**src/rtl/or_out_change_logger.sv**
```systemverilog
// ---------------------------------------------------------------------------
// or_out_change_logger
//
// Watches the OR gate output bus y. It samples y on every enabled cycle and
// compares it with the previous sample. Each change is stamped with a
// free-running cycle counter and queued in a small show-ahead FIFO. A
// consumer drains the FIFO over a valid/ready handshake.
//
// Ports
//   clk        in   1               single rising-edge clock
//   rst        in   1               synchronous reset, active low
//   en         in   1               sampling / timestamp enable
//   y          in   WIDTH           observed OR gate output bus
//   evt_valid  out  1               FIFO head holds an event
//   evt_ready  in   1               consumer accepts the head when evt_valid=1
//   evt_data   out  WIDTH           y value of the head event (0 when empty)
//   evt_ts     out  TS_WIDTH        timestamp of the head event (0 when empty)
//   evt_count  out  $clog2(DEPTH)+1 number of queued entries, 0..DEPTH
//   overflow   out  1               sticky flag: an event was dropped
// ---------------------------------------------------------------------------
module or_out_change_logger #(
  parameter int WIDTH    = 8,
  parameter int DEPTH    = 4,
  parameter int TS_WIDTH = 16
) (
  input  logic                       clk,
  input  logic                       rst,
  input  logic                       en,
  input  logic [WIDTH-1:0]           y,
  output logic                       evt_valid,
  input  logic                       evt_ready,
  output logic [WIDTH-1:0]           evt_data,
  output logic [TS_WIDTH-1:0]        evt_ts,
  output logic [$clog2(DEPTH):0]     evt_count,
  output logic                       overflow
);

  localparam int AW = $clog2(DEPTH);
  localparam int CW = AW + 1;

  logic [WIDTH-1:0]    y_q, y_d;
  logic [TS_WIDTH-1:0] ts_q, ts_d;
  logic [AW-1:0]       wr_q, wr_d;
  logic [AW-1:0]       rd_q, rd_d;
  logic [CW-1:0]       count_q, count_d;
  logic                ovf_q, ovf_d;

  logic [WIDTH-1:0]    data_mem [DEPTH];
  logic [TS_WIDTH-1:0] ts_mem   [DEPTH];

  logic change, pop, full, push_ok;

  always_comb begin
    change  = en && (y != y_q);
    pop     = (count_q != '0) && evt_ready;
    full    = (count_q == CW'(DEPTH));
    // A pop in the same edge frees a slot, so a full FIFO still accepts.
    push_ok = change && (!full || pop);

    y_d     = en ? y : y_q;
    ts_d    = en ? ts_q + TS_WIDTH'(1) : ts_q;
    wr_d    = push_ok ? wr_q + AW'(1) : wr_q;
    rd_d    = pop ? rd_q + AW'(1) : rd_q;
    ovf_d   = ovf_q || (change && !push_ok);

    count_d = count_q;
    if (push_ok && !pop) begin
      count_d = count_q + CW'(1);
    end else if (!push_ok && pop) begin
      count_d = count_q - CW'(1);
    end
  end

  always_ff @(posedge clk) begin
    if (!rst) begin
      y_q     <= '0;
      ts_q    <= '0;
      wr_q    <= '0;
      rd_q    <= '0;
      count_q <= '0;
      ovf_q   <= 1'b0;
    end else begin
      y_q     <= y_d;
      ts_q    <= ts_d;
      wr_q    <= wr_d;
      rd_q    <= rd_d;
      count_q <= count_d;
      ovf_q   <= ovf_d;
    end
  end

  // Storage carries data only; validity is governed entirely by count_q,
  // so the array needs no reset. The stamp is the pre-increment ts_q.
  always_ff @(posedge clk) begin
    if (rst && push_ok) begin
      data_mem[wr_q] <= y;
      ts_mem[wr_q]   <= ts_q;
    end
  end

  // Head is forced to zero while empty so reset and drained states read 0.
  assign evt_valid = (count_q != '0);
  assign evt_data  = evt_valid ? data_mem[rd_q] : '0;
  assign evt_ts    = evt_valid ? ts_mem[rd_q]   : '0;
  assign evt_count = count_q;
  assign overflow  = ovf_q;

endmodule

```
**config.mk**
```make
export PLATFORM = sky130hd
export DESIGN_NAME = or_out_change_logger
export DESIGN_NICKNAME = d
export VERILOG_FILES = /design/src/rtl/or_out_change_logger.sv
export SDC_FILE = /design/constraint.sdc
export NUM_CORES = 1
export LEC_CHECK = 0
export ABC_AREA = 0
export CAP_MARGIN = 15
export CORE_ASPECT_RATIO = 1.5
export CORE_UTILIZATION = 52
export CTS_CLUSTER_DIAMETER = 40
export DETAILED_ROUTE_END_ITERATION = 10
export PLACE_DENSITY = 0.75
export SLEW_MARGIN = 20
export SYNTH_ARGS = -nofsm -noshare
export SYNTH_HDL_FRONTEND = slang
export SYNTH_SLANG_ARGS = --single-unit
```
**constraint.sdc**
```tcl
create_clock -name clk -period 2.6 [get_ports clk]
set_clock_uncertainty 0.1 [all_clocks]
set_input_delay 0.65 -clock clk [delete_from_list [all_inputs] [get_ports clk]]
set_output_delay 0.65 -clock clk [all_outputs]
set_load 0.01 [all_outputs]
```
Figure 1. Met1 routing.
Bar = 20 µm.
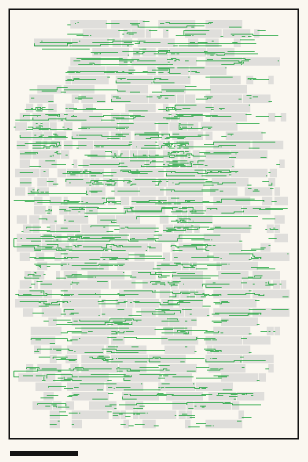
nets with wire on the layer: 376
share of all routed wire: 39%
main direction: horizontal
longest straight run: 35.4 µm
wire length on this layer: 3780 µm

Figure 2. Met2 routing.
Bar = 20 µm.
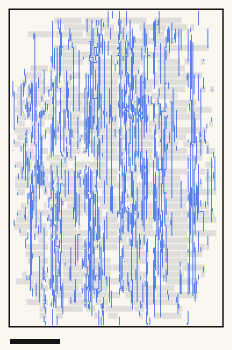
wire length on this layer: 5410 µm
longest straight run: 61.9 µm
nets with wire on the layer: 370
main direction: vertical
share of all routed wire: 56%

==> flow_summary.toml <==
# flow metrics
[worst_setup_path]
cp_top_family = "multiplexers"
critPathKind = "reg2out"
max_stage_delay_ns = 0.49
slowest_stage = "mux4_2"
required_ns = 1.85
crit_chain = "buf_12, buf_6, mux4_2, and2_4, buf_2"
critPathBufInv = 3
critPathCaptureType = "output pin"
cp_max_fo = 6
critPathArrivalTime_ns = 1.83
critPathLaunchType = "flop"

[placed_design]
dp_hpwl_um = 5790
place_area_mm2 = 0.00605
portBuffers = 40
gp_congestion = 0.737

[logic_synthesis]
synth.avg_cell_area_um2 = 16.5
area_leaders = "edfxtp_1 (55%), dfxtp_1 (13%), mux4_2 (10%), and2_1 (4.8%), xor2_1 (2.8%)"
synth_area_mm2 = 0.00526
synth.top_cells.by_count = "edfxtp_1 (96), and2_1 (40), dfxtp_1 (34)"
top_cell = "edfxtp_1"
ys_cells = 319
ys_warn_count = 0
yosysUniqueCellTypes = 32
top_area_frac = 0.548
yosysSeqAreaShare = 0.677
floorplan.nets = 338
yosysTopAreaCell = "edfxtp_1"
synthFlopType = "edfxtp_1"
ys_ff = 130
edf_count = 96
async_flop_share = 0
ys_area_mm2 = 0.00526
synth_cells = 319

[job]
openroad.warnings = 32
maxCapViolCount = 0

[min_path]
hold_class = "reg2reg"

[clocking]
cts_tree = "built"
clk_pin_slew_worst_paths_ns = 0.06
clockBufferDepth = 2
htreeDepth = 4
clk-insertion-delay-late_ns = 0.41
cts-root-buf = "clkbuf_16"
cts-buffers-inserted = 17
cts_hold_buf = 0
cts.sink_count = 130

[final_timing]
setup_viol = 0
period_used_share = 0.991
hold_viol = 0
max_slew_margin = 0.597
min_period_ns = 2.58
slew_violations = 0
worst_pin_slew_ns = 0.596
clock.fmax_mhz = 388
whs_ns = 0.384
rsz0062_at_grt = "yes"

[route]
route.final.wire_length_um = 9680
viasPerCell = 5.38
drtIter0Drc = 175
drcViolationCount = 6
first_pass_iters = 7
route.vias.total = 2866
routedWlPerCell_um = 18.2
ant_nets = 0

[die]
chipArea_mm2 = 0.0105
core-area_mm2 = 0.00974
fp_util = 0.540
dieWidth_um = 84.1
rows = 44
die_h_um = 125
ios = 41

[final_layout]
area_growth_pct = 27.9
num_antenna_cells = 0
nets = 424
drive_gt1_frac = 0.333
final_area_mm2 = 0.00673

[power_and_ir_drop]
power.internal_uw = 4850
powerDensity_mw_per_mm2 = 971
comb_power_share = 0.270
power.switching_uw = 1690
p_leak_uw = 0.00253
swShare = 0.258
ir_drop_v = 0.000651
power_uw = 6530
seqPwrFrac = 0.368
clkPwrFrac = 0.361

[run_status]
run_status = "finished, violations left"
violations = "DRC"

[global_routing]
track_usage = 0.201
grt_pass1_vias = 3085
grt_pass1_wl_um = 15500
overflow = 0
antenna_found_initial = 0
grt_max_degree = 36
==> kinds of logic (layout without fill, tap and decap cells) <==
group / after synthesis / in the layout / share of synthesized area
DFF: 130 / 130 / 0.677
and+or+nand+nor: 90 / 90 / 0.107
muxes: 36 / 36 / 0.126
xor gates and xnor gates: 24 / 24 / 0.0399
buffers and inverters: 21 / 120 / 0.0176
AOI/OAI and AO/OA: 11 / 11 / 0.0143
adders and majority gates: 7 / 7 / 0.0181
==> power by group through the flow <==
stage,clock network (µW),registers (µW),logic (µW)
3_5_place_dp,0,2440,1710
3_3_place_gp,0,2430,1690
6_report,2360,2410,1770
5_1_grt,2480,2420,1910
2_1_floorplan,0,2440,905
4_1_cts,2390,2410,1740
==> flip-flops by register name, summed over array words and instances, names as in the netlist, named ones only <==
register / cells
evt_count: 3
data_mem: 32
rd_q: 2
ts_mem: 64
ts_q: 16
y_q: 8
overflow: 1
wr_q: 2
==> final cells by class <==
cell class                 count  area, µm²
timing repair buffer          82        736
tap                          115        144
clock buffer                  18        429
sequential                   130       3570
fill                         647       3020
clock inverter                14        163
inverter                       6       22.5
multi-input combinational    168       1670
==> through the flow <==
step,setup TNS [ns],util,setup WS (ns),std cells
2_1_floorplan,-0.0442,-,-0.0442,319
3_3_place_gp,-21.01,0.621,-0.496,491
3_5_place_dp,-22.47,0.621,-0.542,491
4_1_cts,-0.0219,0.690,-0.0103,534
5_1_grt,-0.275,0.691,-0.0399,533
6_report,0,0.691,0.0222,533
==> what timing repair did <==
action,in CTS,in global routing
gates cloned,1,0
gates resized,110,19
setup buffers,10,0
endpoints found under the setup margin,26,24
pin swaps,13,0
==> worst register-to-register path, stage by stage (launching register included) <==
cell	delay [ns]
dfxtp_1	0.34
or3_1	0.37
buf_4	0.23
nand2_1	0.14
ha_2	0.19
inv_1	0.05
fa_2	0.33
xor2_1	0.17
or3_1	0.30
a21boi_1	0.12
==> routing by layer <==
metal | GRT usage | wire, µm | part of all wire | up-vias
li1 | - | - | - | 1369
met1 | 0.215 | 3780 | 0.39 | 1431
met2 | 0.363 | 5410 | 0.56 | 58
met3 | 0.0594 | 367 | 0.038 | 8
met4 | 0.0923 | 123 | 0.013 | 0
met5 | 0 | 0 | 0 | -
==> worst paths after layout <==
| path | endpoint | from | depth (start not counted) | slack (ns) |
|---|---|---|---|---|
| worst max-delay path | evt_ts[14] | flop | 5 | 0.02 |
| worst min-delay path | overflow$_SDFF_PN0_ | overflow$_SDFF_PN0_ | 1 | 0.38 |
| worst max register to register | evt_count[2]$_SDFFE_PN0P_ | evt_count[2]$_SDFFE_PN0P_ | 9 | 0.20 |
| worst min register to register | overflow$_SDFF_PN0_ | overflow$_SDFF_PN0_ | 1 | 0.38 |
==> placed cells by master, fill, tap and decap left out, drive strengths merged, types with 6 or more instances in the layout <==
cell and count:
and2 40, buf 62, clkbuf 22, clkdlybuf4s50 7, dfxtp 34, dlygate4sd2 9
edfxtp 96, ha 6, inv 7, mux2i 12, mux4 24, nand2 10
nor2b 10, nor4 6, xnor2 7, xor2 17
Power is estimated from default activity; no workload was simulated.
